$ cat src/rtl/channel_err_inj.sv
// channel_err_inj: channel error injector between a convolutional encoder and a Viterbi decoder.
// Flips bits of 2-bit symbols with random, burst or forced errors.
// Every burst or forced error is followed by a clean guard window.
module channel_err_inj (
    input  logic        clk,
    input  logic        rst,
    input  logic [1:0]  sym_i,
    input  logic        valid_i,
    input  logic        err_en_i,
    input  logic [7:0]  err_thresh_i,
    input  logic [3:0]  burst_len_i,
    input  logic        force_err_i,
    input  logic        clr_cnt_i,
    output logic [1:0]  sym_o,
    output logic        valid_o,
    output logic [1:0]  err_mask_o,
    output logic [15:0] sym_cnt_o,
    output logic [15:0] err_cnt_o
);

    localparam logic [15:0] LFSR_SEED = 16'hACE1;
    localparam logic [3:0]  GUARD_LEN = 4'd8;

    typedef enum logic [1:0] {IDLE, BURST, GUARD} state_t;

    state_t      r_state, w_state_nxt;
    logic [15:0] r_lfsr;
    logic [3:0]  r_rem, w_rem_nxt;
    logic [3:0]  r_guard, w_guard_nxt;
    logic [1:0]  w_mask, w_rand_mask;
    logic [3:0]  w_eff_len;
    logic        w_trig;

    assign w_trig      = r_lfsr[7:0] < err_thresh_i;
    assign w_rand_mask = (r_lfsr[9:8] == 2'b00) ? 2'b11 : r_lfsr[9:8];
    assign w_eff_len   = (burst_len_i == 4'd0) ? 4'd1 : burst_len_i;

    // Next-state and flip-mask decode; decisions use the pre-advance LFSR value
    always_comb begin
        w_state_nxt = r_state;
        w_rem_nxt   = r_rem;
        w_guard_nxt = r_guard;
        w_mask      = 2'b00;
        if (!err_en_i) begin
            w_state_nxt = IDLE;
            w_rem_nxt   = 4'd0;
            w_guard_nxt = 4'd0;
        end else if (valid_i) begin
            case (r_state)
                IDLE: begin
                    if (force_err_i) begin
                        w_mask      = 2'b11;
                        w_state_nxt = GUARD;
                        w_guard_nxt = GUARD_LEN;
                    end else if (w_trig) begin
                        w_mask = w_rand_mask;
                        if (w_eff_len > 4'd1) begin
                            w_state_nxt = BURST;
                            w_rem_nxt   = w_eff_len - 4'd1;
                        end else begin
                            w_state_nxt = GUARD;
                            w_guard_nxt = GUARD_LEN;
                        end
                    end
                end
                BURST: begin
                    w_mask    = w_rand_mask;
                    w_rem_nxt = r_rem - 4'd1;
                    if (r_rem <= 4'd1) begin
                        w_state_nxt = GUARD;
                        w_rem_nxt   = 4'd0;
                        w_guard_nxt = GUARD_LEN;
                    end
                end
                GUARD: begin
                    w_guard_nxt = r_guard - 4'd1;
                    if (r_guard <= 4'd1) begin
                        w_state_nxt = IDLE;
                        w_guard_nxt = 4'd0;
                    end
                end
                default: w_state_nxt = IDLE;
            endcase
        end
    end

    // FSM state and burst/guard counters
    always_ff @(posedge clk) begin
        if (!rst) begin
            r_state <= IDLE;
            r_rem   <= 4'd0;
            r_guard <= 4'd0;
        end else begin
            r_state <= w_state_nxt;
            r_rem   <= w_rem_nxt;
            r_guard <= w_guard_nxt;
        end
    end

    // Fibonacci LFSR, taps 16,14,13,11, advancing once per valid symbol
    always_ff @(posedge clk) begin
        if (!rst)
            r_lfsr <= LFSR_SEED;
        else if (valid_i)
            r_lfsr <= {r_lfsr[14:0], r_lfsr[15] ^ r_lfsr[13] ^ r_lfsr[12] ^ r_lfsr[10]};
    end

    // Registered output stage, one cycle of latency; idle cycles drive zeros
    always_ff @(posedge clk) begin
        if (!rst) begin
            sym_o      <= 2'b00;
            valid_o    <= 1'b0;
            err_mask_o <= 2'b00;
        end else begin
            valid_o    <= valid_i;
            sym_o      <= valid_i ? (sym_i ^ w_mask) : 2'b00;
            err_mask_o <= valid_i ? w_mask : 2'b00;
        end
    end

    // Saturating symbol and error counters; clear beats increment
    always_ff @(posedge clk) begin
        if (!rst || clr_cnt_i) begin
            sym_cnt_o <= 16'd0;
            err_cnt_o <= 16'd0;
        end else if (valid_i) begin
            if (sym_cnt_o != 16'hFFFF)
                sym_cnt_o <= sym_cnt_o + 16'd1;
            if (w_mask != 2'b00 && err_cnt_o != 16'hFFFF)
                err_cnt_o <= err_cnt_o + 16'd1;
        end
    end

endmodule

$ cat config.mk
export PLATFORM = sky130hd
export DESIGN_NAME = channel_err_inj
export DESIGN_NICKNAME = d
export VERILOG_FILES = /design/src/rtl/channel_err_inj.sv
export SDC_FILE = /design/constraint.sdc
export NUM_CORES = 1
export LEC_CHECK = 0
export ABC_AREA = 0
export CORE_ASPECT_RATIO = 1.4
export CORE_UTILIZATION = 53
export DETAILED_ROUTE_END_ITERATION = 8
export PLACE_DENSITY_LB_ADDON = 0.1
export REMOVE_ABC_BUFFERS = 1
export SLEW_MARGIN = 30
export SYNTH_ARGS = -nofsm -noshare
export SYNTH_HDL_FRONTEND = slang
export SYNTH_SLANG_ARGS = --single-unit
export TNS_END_PERCENT = 50
$ cat constraint.sdc
create_clock -name clk -period 2.8 [get_ports clk]
set_input_delay 0.42 -clock clk [delete_from_list [all_inputs] [get_ports clk]]
set_output_delay 0.42 -clock clk [all_outputs]
set_load 0.05 [all_outputs]
Fig. 1: clock network drawn from the DEF
Scale: 3 px per µm.
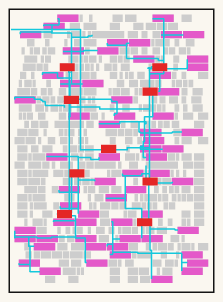
[clock wires] cyan | length: 802 µm
[clock drivers] red | count: 9
[flip-flops] magenta | count: 63
routed clock nets: 10

Fig. 2: logic cells by family
Scale: 3 px per µm.
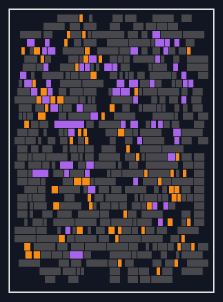
[inverting AOI/OAI gates] purple | cells: 59
[NOR gates] orange | cells: 65 | where: widely spread

Fig. 3: clock routing
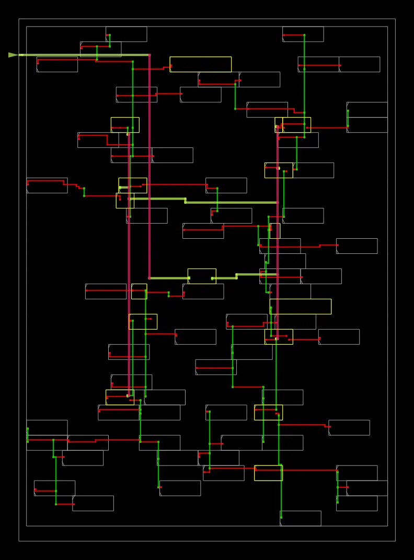
number of buffers created by CTS: 9
clk pwr: 0.885 mW
clock buffer count in the final layout: 11
clock skew: 0.00584 ns

Fig. 4: PDN straps and rails
Scale: 4 px per µm. Pins as bars on the die edge.
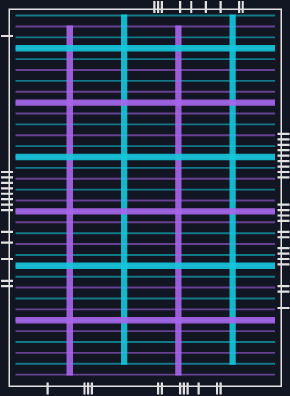
[VDD] cyan
[VSS] purple
rows: 33
met5 straps: 6
met4 straps: 4
met1 rails: 34

==> impl_metrics.toml <==
# yosys + openroad results
[placement]
gp_congestion = 0.778
io_buffer_count = 56
place_hpwl_um = 5110

[clock_tree]
clk_latency_ns = 0.34
cts_setup_buffers = 0
root_buffer = "clkbuf_8"
cts_buffer_depth = 2
path_clk_slew_ns = 0.07
clock_sinks = 63
cts_max_level = 3
cts_tree = "done"

[power_and_ir_drop]
power.leakage_nw = 1.62
fin_total_pwr_mw = 2.07
ir_drop_v = 0.000289
powerDensity_nw_per_um2 = 494

[job]
warnings = 30
cap_violations = 0

[yosys]
synthFlopType = "dfxtp_1"
synth_cells = 373
synth_cell_types = 41
yosys_warnings = 0
synth_area_um2 = 3200
yosysChipArea_um2 = 3200
ys_seq_frac = 0.395
synth_flops = 63
synth-edff-count = 0
avgSynthCellArea_um2 = 8.57
async_flop_share = 0
yosys_cells = 373

[critical_path]
path_buffers = 3
crit_family = "AND-OR/OR-AND gates"
max_stage_delay_ns = 0.49
path_cells = "clkdlybuf4s50_1 -> inv_1 -> ha_1 -> a21o_1 -> a221oi_2 -> o211ai_2 -> a211o_1 -> buf_12 -> or4_4 -> a21oi_2"
critical_path_arrival_ns = 2.97
crit_type = "input pin to flip-flop"
end_kind = "flip-flop"
crit_path_start_kind = "input pin"
required_ns = 3.07
cpMaxStageDelayCell = "or4_4"
crit_fanout = 27

[drt]
viasPerCell = 5.58
first_pass_iters = 4
postRouteAntennaNets = 0
vias = 2902
drc = 0
routed_wl_um = 6780
drtIter0Drc = 189
wl_per_cell_um = 13.0

[layout]
areaGrowthSynthToFinish_pct = 31.1
lay_top_count = "dfxtp_1"
drive_above_1_share = 0.0956
fin_nets = 483
utilization = 0.720
diodes = 0
lay_top_cells = "63 x dfxtp_1, 56 x clkdlybuf4s50_1, 38 x nor2_1"

[global_route]
grt_first_pass_wirelength_um = 11300
overflow = 0
groute.usage.overall = 0.230
first_global_vias = 2639
grt_max_degree = 28
antenna_found_initial = 0

[floorplan]
coreArea_um2 = 5820
die_w_um = 67.6
dieArea_um2 = 6350
io_pins = 57
core.rowCount = 33
fp_util = 0.549
die_height_um = 93.9

[run_status]
status = "finished clean"

[final_timing]
setup_viol = 0
fmax_ghz = 0.371
period_minus_slack_ns = 2.70
worstMarginPinSlew_ns = 0.555
relSlewSlack = 0.627
finalCritPeriodShare = 0.963
slew_viol_final = 0
whs_ns = 0.491
final_hold_viol_count = 0

[hold_path]
min_path_type = "flip-flop to flip-flop"
metal layers:
metal | vias up | part of all wire | global-route usage
met5 | - | 0 | 0
met4 | 0 | 0.018 | 0.110
met3 | 11 | 0.030 | 0.0303
met2 | 58 | 0.53 | 0.419
met1 | 1368 | 0.42 | 0.251
li1 | 1465 | - | -
kinds of logic after synthesis:
| group | share of synthesized area |
|---|---|
| buf+inv | 0.0439 |
| simple gates | 0.242 |
| mux | 0.0532 |
| compound gates | 0.141 |
| flops | 0.395 |
| xor+xnor | 0.0548 |
| fa+ha+maj | 0.0705 |
cells in the mapped netlist, types with 2 or more instances:
library cell	number	area [µm²]
and2_1	2	12.5
dfxtp_1	63	1260
o21ai_0	14	70.1
a21o_1	3	22.5
nand4_1	9	56.3
a21oi_1	20	100
nand2b_1	4	25.0
o22ai_1	3	18.8
mux2i_1	17	170
o31ai_1	8	60.1
or4_1	8	60.1
clkbuf_1	10	37.5
nor3_1	11	55.1
a211oi_1	6	45.0
inv_1	25	93.8
a31oi_1	2	12.5
a32o_1	2	20.0
and3_1	2	12.5
xor2_1	9	78.8
or3_1	8	50.1
nor2_1	38	143
o211ai_1	2	15.0
nor2b_1	12	75.1
nor3b_1	3	22.5
ha_1	18	225
nand2_1	28	105
nand3_1	18	90.1
and4_1	5	43.8
xnor2_1	11	96.3
final cells by class:
class,instances,area [µm²]
clock buffer,11,141
clock inverter,5,81.3
fill,477,1630
inverter,25,93.8
multi-input combinational,273,1820
sequential,63,1260
tap,70,87.6
timing repair buffer,73,701
worst reg2reg max path, stage by stage (launching register included):
cell	delay [ns]
dfxtp_1	0.34
ha_1	0.32
a21o_1	0.19
a221oi_2	0.29
o211ai_2	0.13
a211o_1	0.35
buf_12	0.17
or4_4	0.50
a21oi_2	0.14
timing repair:
action,in CTS,in global routing
hold buffers,0,0
setup endpoints to repair,0,5
endpoints found under the hold margin,0,0
resized,0,7
state kept, by name (all words and copies together) (netlist names):
register	count
valid_o	1
sym_cnt_o	16
err_cnt_o	16
r_lfsr	16
err_mask_o	2
sym_o	2
r_rem	4
r_guard	4
r_state	2
power by group:
part	total [mW]	internal, mW	leakage [nW]	switching, mW
clock	0.885	0.526	0.110	0.359
combinational	0.248	0.120	0.996	0.128
sequential	0.938	0.920	0.512	0.0176
total	2.07	1.57	1.62	0.505
worst paths after layout:
kind	from	end	slack, ns	cells after the start
setup / recovery	err_thresh_i[6]	err_cnt_o[11]	0.10	10
hold / removal	r_lfsr[11]	r_lfsr[11]	0.49	2
hold reg to reg	r_lfsr[11]	r_lfsr[11]	0.49	2
setup reg to reg	r_lfsr[6]	err_cnt_o[11]	0.30	8
per-stage QoR:
stage                     std cells  area [µm²]  setup TNS [ns]  setup WS, ns
final                           520        4190               0         0.105
after CTS                       520        4160               0        0.0785
after global routing            520        4190        -0.00519      -0.00519
after global placement          504        3940           -2.27        -0.196
after floorplan                 361        3150               0         0.217
after detailed placement        504        3940           -3.03        -0.274
No activity file was given, so power comes from the tool's default toggle rates.
